### Track usage over the die, run 1

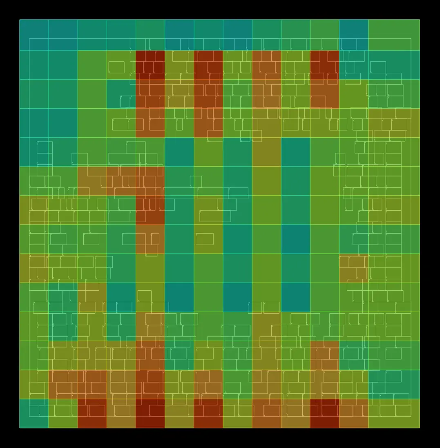
### Wires at chosen ports, followed through buffers, run 1

Bar = 20 um.
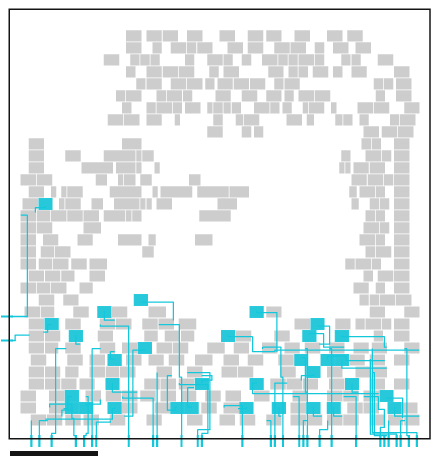
### Metal 1, run 1

Bar = 20 um. Supply wires on this layer in grey. Cells faint in the background.
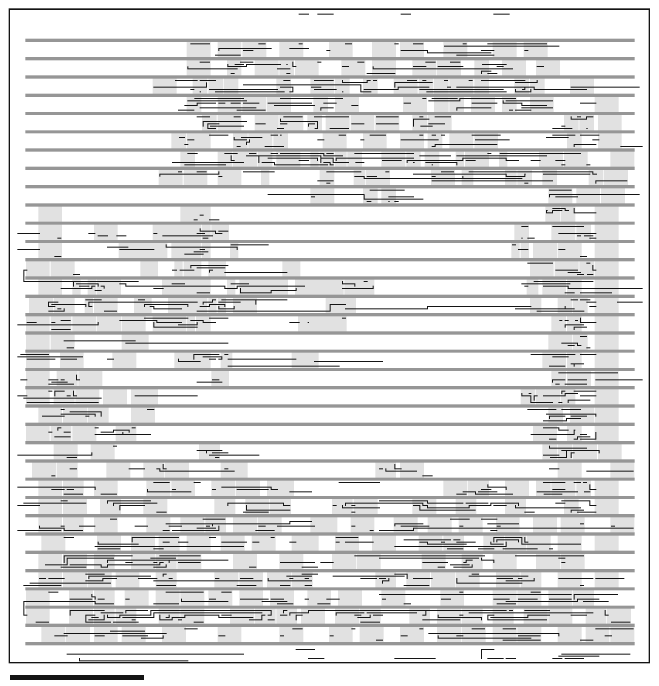
### config.mk
export PLATFORM = sky130hd
export DESIGN_NAME = spm_port_arbiter
export DESIGN_NICKNAME = d
export VERILOG_FILES = /design/src/rtl/spm_port_arbiter.sv
export SDC_FILE = /design/constraint.sdc
export NUM_CORES = 1
export LEC_CHECK = 0
export CAP_MARGIN = 15
export CORE_AREA = 2 2 93 95
export CTS_BUF_LIST = sky130_fd_sc_hd__clkbuf_4
export CTS_CLUSTER_SIZE = 30
export DETAILED_ROUTE_END_ITERATION = 12
export DIE_AREA = 0 0 95 97
export GPL_TIMING_DRIVEN = 0
export PLACE_DENSITY = 0.72
export SLEW_MARGIN = 20
export SYNTH_ARGS = -nofsm -noshare
export SYNTH_HDL_FRONTEND = slang
export SYNTH_SLANG_ARGS = --single-unit
### constraint.sdc
create_clock -name clk -period 3.9 [get_ports clk]
set_input_delay 0.39 -clock clk [delete_from_list [all_inputs] [get_ports clk]]
set_output_delay 0.39 -clock clk [all_outputs]
set_load 0.1 [all_outputs]
### src/rtl/spm_port_arbiter.sv
// rtl/spm_port_arbiter.sv - two-master arbiter for the scratchpad MEM-side port (Port B)
//
// Shares SPM Port B between M0 (CPU MEM stage) and M1 (bus loader/DMA).
// One access is issued per cycle. Completion and read data return the
// cycle after issue. M0 has priority unless M1 has been denied MAX_WAIT
// consecutive cycles.
//
// Ports:
//   clk, reset        system clock, synchronous active-high reset
//   m0_req/addr/rw/wr_data   M0 request (rw: 1=read, 0=write)
//   m0_rd_data, m0_rdy       M0 completion and read data
//   m1_*                     same as M0, for M1
//   spm_addr/as_n/rw/wr_data Port B request pins (as_n active low)
//   spm_rd_data              Port B read data, valid the cycle after strobe
module spm_port_arbiter #(
  parameter int SPM_ADDR_W = 12,
  parameter int WORD_W     = 32,
  parameter int MAX_WAIT   = 4
) (
  input  logic                  clk,
  input  logic                  reset,
  input  logic                  m0_req,
  input  logic [SPM_ADDR_W-1:0] m0_addr,
  input  logic                  m0_rw,
  input  logic [WORD_W-1:0]     m0_wr_data,
  output logic [WORD_W-1:0]     m0_rd_data,
  output logic                  m0_rdy,
  input  logic                  m1_req,
  input  logic [SPM_ADDR_W-1:0] m1_addr,
  input  logic                  m1_rw,
  input  logic [WORD_W-1:0]     m1_wr_data,
  output logic [WORD_W-1:0]     m1_rd_data,
  output logic                  m1_rdy,
  output logic [SPM_ADDR_W-1:0] spm_addr,
  output logic                  spm_as_n,
  output logic                  spm_rw,
  output logic [WORD_W-1:0]     spm_wr_data,
  input  logic [WORD_W-1:0]     spm_rd_data
);

  localparam logic RW_READ = 1'b1;
  localparam logic [2:0] WAIT_LIMIT = 3'(MAX_WAIT);

  typedef enum logic [1:0] {
    PEND_NONE = 2'd0,
    PEND_M0   = 2'd1,
    PEND_M1   = 2'd2
  } pend_t;

  pend_t      pend_q;
  logic       pend_rd_q;
  logic [2:0] wait_cnt_q;
  logic       grant_m0;
  logic       grant_m1;

  // Priority to M0, except when M1 has already been denied MAX_WAIT times.
  always_comb begin
    grant_m0 = 1'b0;
    grant_m1 = 1'b0;
    if (!reset) begin
      if (m0_req && m1_req) begin
        if (wait_cnt_q == WAIT_LIMIT) grant_m1 = 1'b1;
        else                          grant_m0 = 1'b1;
      end else if (m0_req) begin
        grant_m0 = 1'b1;
      end else if (m1_req) begin
        grant_m1 = 1'b1;
      end
    end
  end

  // Port B is driven straight from the winner so the SPM samples it this edge.
  always_comb begin
    spm_as_n    = 1'b1;
    spm_addr    = '0;
    spm_rw      = RW_READ;
    spm_wr_data = '0;
    if (grant_m0) begin
      spm_as_n    = 1'b0;
      spm_addr    = m0_addr;
      spm_rw      = m0_rw;
      spm_wr_data = m0_wr_data;
    end else if (grant_m1) begin
      spm_as_n    = 1'b0;
      spm_addr    = m1_addr;
      spm_rw      = m1_rw;
      spm_wr_data = m1_wr_data;
    end
  end

  always_ff @(posedge clk) begin
    if (reset) begin
      pend_q     <= PEND_NONE;
      pend_rd_q  <= RW_READ;
      wait_cnt_q <= 3'd0;
    end else begin
      if (grant_m0)      pend_q <= PEND_M0;
      else if (grant_m1) pend_q <= PEND_M1;
      else               pend_q <= PEND_NONE;
      pend_rd_q <= grant_m0 ? m0_rw : m1_rw;

      // Counts consecutive denied M1 cycles; any M1 grant or idle M1 clears it.
      if (grant_m1 || !m1_req)        wait_cnt_q <= 3'd0;
      else if (wait_cnt_q != WAIT_LIMIT) wait_cnt_q <= wait_cnt_q + 3'd1;
    end
  end

  // Completion is gated by reset so an access caught by reset never reports.
  always_comb begin
    m0_rdy     = !reset && (pend_q == PEND_M0);
    m1_rdy     = !reset && (pend_q == PEND_M1);
    m0_rd_data = (m0_rdy && pend_rd_q) ? spm_rd_data : '0;
    m1_rd_data = (m1_rdy && pend_rd_q) ? spm_rd_data : '0;
  end

endmodule

==> impl_metrics.ini, run 1 <==
; yosys + openroad results
[sta]
tightest_slew_ns = 1.03
finalSetupTns_ns = 0
finalMaxSlewViolations = 0
finalSetupViolCount = 0
slew_headroom_pct = 31.1
whs_ns = 0.454
max_freq_ghz = 0.294
finalCritPeriodShare_pct = 87.2

[critical_path]
cp.arrival_ns = 3.01
path_max_fanout = 10
end_kind = output pin
path_class = in2out
worst_setup_path_start_kind = input port
cp.required_ns = 3.51

[clock_tree]
hold_buffers = 0
numCtsBuffers = 3
cts_tree = yes
cts_sinks = 6
cts_max_level = 1
post-cts-setup-buffer-count = 0
cts_root_buf = clkbuf_4
cts_buffer_depth = 2
clkSlewWorstSetupHoldPaths_ns = 0.04

[pwr]
p_int_mw = 0.313
swShare_pct = 56.7
power_frac_seq_pct = 9.0
p_leak_nw = 1.66
p_total_mw = 0.724
p_switching_mw = 0.411
powerDensity_mw_per_mm2 = 192

[routing]
drt_wl_total_um = 7820
dr_wl_met2_um = 4130
top_layer = met4
drc_errors = 0
met1Wirelength_um = 3000
first_pass_iters = 4

[global_routing]
grt_max_degree = 11
grt_pass1_wl_um = 12100
grt_remaining_overflow = 0
grt.met1_usage_pct = 18.1
grtUsageMet3_pct = 4.52

[die]
die_w_um = 95
die_area_mm2 = 0.00922
fp-utilization_pct = 15.3
die_y_um = 97
ios = 238

[finish]
nets = 530
n_antenna_cell = 0
area_growth_pct = 203
layout_top_cells = 237 x clkdlybuf4s50_1, 64 x and3_1, 44 x a22o_1
lay_top_count = clkdlybuf4s50_1
stdcell_area_mm2 = 0.00377

[logic_synthesis]
synth_cells = 160
topCombFamilyByArea = simple AND/OR/NAND/NOR gates
xor_share_pct = 0
synth.cell_area_mm2 = 0.00124
postSynthSeqShare_pct = 9.65
synthAoiAreaFrac_pct = 34.1
synth-simple-area-share_pct = 38.8
synthAdderAreaFrac_pct = 2.01
yosysUniqueCellTypes = 20

[placement]
numPortBuffers = 237
gp_congestion = 0.699
dp.cells = 502
post-place-ws_ns = 0.458
dp_hpwl_um = 6720
placed_area_mm2 = 0.00375

[worst_hold_path]
holdPathStages = 1
min_path_type = reg2reg

[run_status]
outcome = finished, final reports clean

[job]
tool_warnings = 27
Back to the opening pictures, 'Track usage over the die':
Final Core Density: 46.4%
M2 GR Usage: 30.2%
routed len/inst: 15.5 um

Back to the opening pictures, 'Wires at chosen ports, followed through buffers':
legend:
  cyan:
    port: m1_wr_data
    direction: input
    edge: 30 south, 2 west
    end_cells: 32
    buffers: 32
    wire: 807 um

Back to the opening pictures, 'Metal 1':
main direction: horizontal
nets with wire on the layer: 453
longest straight run: 32.7 um
wire length on this layer: 3000 um
share of all routed wire: 38%

-- run 1: critical path, stage by stage --
cell and delay, ns:
clkdlybuf4s50_1 0.57, nand2b_4 0.23, a21oi_4 0.29, buf_6 0.20
a22o_1 0.15, clkdlybuf4s50_1 1.17
-- run 1: path summary, 6_finish.rpt --
path,end,startpoint,slack (ns)
worst max-delay path,spm_wr_data[9],reset,0.50
worst min-delay path,wait_cnt_q[0],wait_cnt_q[0],0.45
worst max register to register,pend_rd_q,wait_cnt_q[0],2.40
worst min register to register,wait_cnt_q[0],wait_cnt_q[0],0.45
-- run 1: cell usage after synthesis --
library cell  instances  area (um2)
mux2i_1               3        30.0
dfxtp_1               6         120
nor3b_2               2        25.0
buf_6                 7        78.8
a21oi_4               1        16.3
ha_1                  2        25.0
buf_2                 7        35.0
a22o_1               44         385
buf_4                 1        7.51
o21bai_1              1        7.51
or2_1                 1        6.26
and3_1               64         400
nand2b_4              1        13.8
nand2_1               1        3.75
inv_1                 3        11.3
nor2_1                5        18.8
nor3b_1               2        15.0
clkbuf_1              7        26.3
a311oi_2              1        15.0
inv_2                 1        3.75
-- run 1: power by group through the flow --
stage / logic (mW) / clock network, mW / registers, mW
global placement: 0.600 / 0 / 0.0661
global route: 0.627 / 0.0628 / 0.0651
detailed placement: 0.605 / 0 / 0.0661
CTS: 0.607 / 0.0562 / 0.0650
finish: 0.605 / 0.0544 / 0.0650
floorplan: 0.377 / 0 / 0.0658
-- run 1: state kept, by name, indices dropped and copies added (netlist names) --
signal and cells:
pend_rd_q 1, wait_cnt_q 3, pend_q 2
-- run 1: final cells by class --
class	instances	area, um2
well taps	105	131
repair buffers	237	2370
multi-input cells	128	962
inverters	4	15.0
plain buffers	22	148
flip-flops and latches	6	120
fillers	803	4360
clock buffers	3	22.5
### Where the registers sit, run 1

Bar = 20 um. Other sequential cells in the stronger grey, the rest of the logic in the fainter grey.
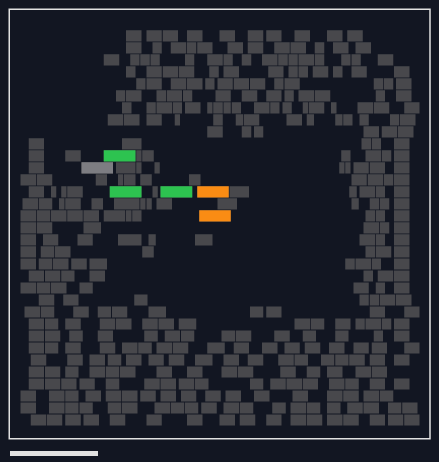

==> run 2: changes to the inputs <==
--- a/config.mk
+++ b/config.mk
@@ -6,13 +6,14 @@
 export NUM_CORES = 1
 export LEC_CHECK = 0
 export CAP_MARGIN = 15
-export CORE_AREA = 2 2 93 95
+export CORE_ASPECT_RATIO = 0.75
+export CORE_MARGIN = 8
+export CORE_UTILIZATION = 22
 export CTS_BUF_LIST = sky130_fd_sc_hd__clkbuf_4
 export CTS_CLUSTER_SIZE = 30
 export DETAILED_ROUTE_END_ITERATION = 12
-export DIE_AREA = 0 0 95 97
 export GPL_TIMING_DRIVEN = 0
-export PLACE_DENSITY = 0.72
+export PLACE_DENSITY = 0.95
 export SLEW_MARGIN = 20
 export SYNTH_ARGS = -nofsm -noshare
 export SYNTH_HDL_FRONTEND = slang
### Where the registers sit, run 2

Bar = 20 um. Other sequential cells in the stronger grey, the rest of the logic in the fainter grey.
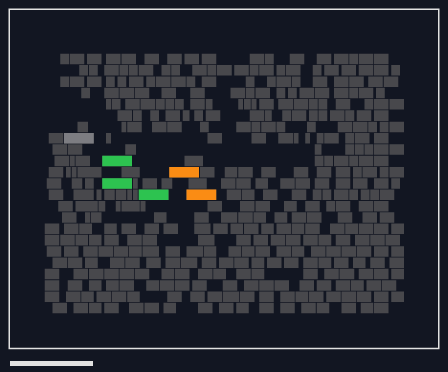
legend:
  orange:
    netlist_name: pend_q
    flops: 2
  green:
    netlist_name: wait_cnt_q
    flops: 3

==> impl_metrics.ini, run 2 <==
; yosys + openroad results
[critical_path]
cp.required_ns = 3.51
cp_cell_sequence = clkdlybuf4s50_1 -> nand2b_4 -> a21oi_4 -> buf_6 -> a22o_1 -> clkdlybuf4s50_1
crit_top_cell = clkdlybuf4s50_1
worst_setup_path_start_kind = input port
path_class = in2out
crit_family = buffers and inverters
slowest_delay_ns = 1.19
crit_cells = 6
worst-path-buf-inv = 3
end_kind = output pin
cp.arrival_ns = 3.03
path_max_fanout = 10
slowest_stage = clkdlybuf4s50_1

[clock_tree]
numCtsBuffers = 3
cts_max_level = 1
clk-insertion-delay-late_ns = 0.25
cts_sinks = 6
hold_buffers = 0
cts_buffer_depth = 2
cts_root_buf = clkbuf_4
clkSlewWorstSetupHoldPaths_ns = 0.05
cts_tree = yes
post-cts-setup-buffer-count = 0

[finish]
nFillCells = 436
logic_area_um2 = 962
n_antenna_cell = 0
reg_top3 = wait_cnt_q (3), pend_q (2), pend_rd_q (1)
regMostFlops = wait_cnt_q
layout_top_cells = 237 x clkdlybuf4s50_1, 64 x and3_1, 44 x a22o_1
finish.utilization_pct = 69.0
largest_register_ffs = 3
flop_area_um2 = 120
lay_top_count = clkdlybuf4s50_1
stdcell_area_mm2 = 0.00373
nets = 530

[global_routing]
grt_max_degree = 11
grt_pass1_wl_um = 13800
grt_remaining_overflow = 0

[logic_synthesis]
postSynthSeqShare_pct = 9.65
synthFlopType = dfxtp_1
ys_cells = 160
top_area_cell = and3_1
area_leaders = and3_1 32%, a22o_1 31%, dfxtp_1 9.6%
synth.cell_area_mm2 = 0.00124
yosys_area_mm2 = 0.00124
top_cell_area_share_pct = 32.2
edf_count = 0
top_cells_by_count = 64 x and3_1, 44 x a22o_1, 7 x buf_2, 7 x buf_6, 7 x clkbuf_1
async_reset_ff_share_pct = 0
top_cell = and3_1
synth_cells = 160
yosysUniqueCellTypes = 20

[die]
die_area_mm2 = 0.00835
die_w_um = 103
die_y_um = 81.1
ios = 238
fp-utilization_pct = 23.0

[run_status]
outcome = finished, final reports clean

[pwr]
powerDensity_mw_per_mm2 = 196
p_leak_nw = 1.66
p_total_mw = 0.732

[placement]
dp_hpwl_um = 8840
gp_congestion = 0.856
numPortBuffers = 237
post-place-ws_ns = 0.485
dp.cells = 472

[routing]
drt_wl_total_um = 9940
wl_per_cell_um = 20.9
drc_errors = 0
drtAntennaViolNets = 0
first_pass_iters = 4

[sta]
tightest_slew_ns = 1.05
finalMaxSlewViolations = 0
finalSetupTns_ns = 0
rsz0062_at_grt = no
finalSetupViolCount = 0
whs_ns = 0.449
max_freq_ghz = 0.292
slew_headroom_pct = 29.8
finalCritPeriodShare_pct = 87.8

[job]
tool_warnings = 27

[worst_hold_path]
min_path_type = reg2reg
holdPathStages = 1
[run 2: cell counts in the layout (fill, tap and decap cells not counted)]
No cell type changed its count.
[run 2: cell type report]
type	count	share of cell area [%]
buffer	22	3.95
clock buffer	3	0.603
inverter	4	0.402
multi-input combinational	128	25.8
sequential	6	3.22
tap	75	2.51
timing repair buffer	237	63.5
[run 2: path summary, 6_finish.rpt]
check                     start         endpoint  slack (ns)
hold reg to reg   wait_cnt_q[0]    wait_cnt_q[0]        0.45
setup reg to reg  wait_cnt_q[0]        pend_rd_q        2.42
setup / recovery          reset  spm_wr_data[10]        0.48
hold / removal    wait_cnt_q[0]    wait_cnt_q[0]        0.45
[run 2: metal layers]
layer,global-route usage (%),wire [um],vias to the layer above,part of all wire (%)
li1,-,-,1107,-
met1,21.1,3420,1013,34
met2,44.2,5490,92,55
met3,5.89,783,18,7.9
met4,6.47,251,0,2.5
met5,0,0,-,0
[run 2: worst reg2reg max path, cell delays in order, from the launching register on]
cell	delay, ns
dfxtp_1	0.34
inv_1	0.05
ha_1	0.24
a311oi_2	0.29
buf_2	0.27
mux2i_1	0.20
[run 2: kinds of logic after synthesis]
logic type / synth area share (%)
buffers and inverters: 13.1
AND/OR/NAND/NOR: 38.8
flip-flops: 9.65
AND-OR/OR-AND: 34.1
multiplexers: 2.41
adder cells (fa/ha/maj): 2.01
[run 2: where the power goes]
part | internal (mW) | switching (mW)
registers | 0.0638 | 0.00108
logic | 0.215 | 0.395
clock network | 0.0348 | 0.0225
Power is estimated from default activity; no workload was simulated.
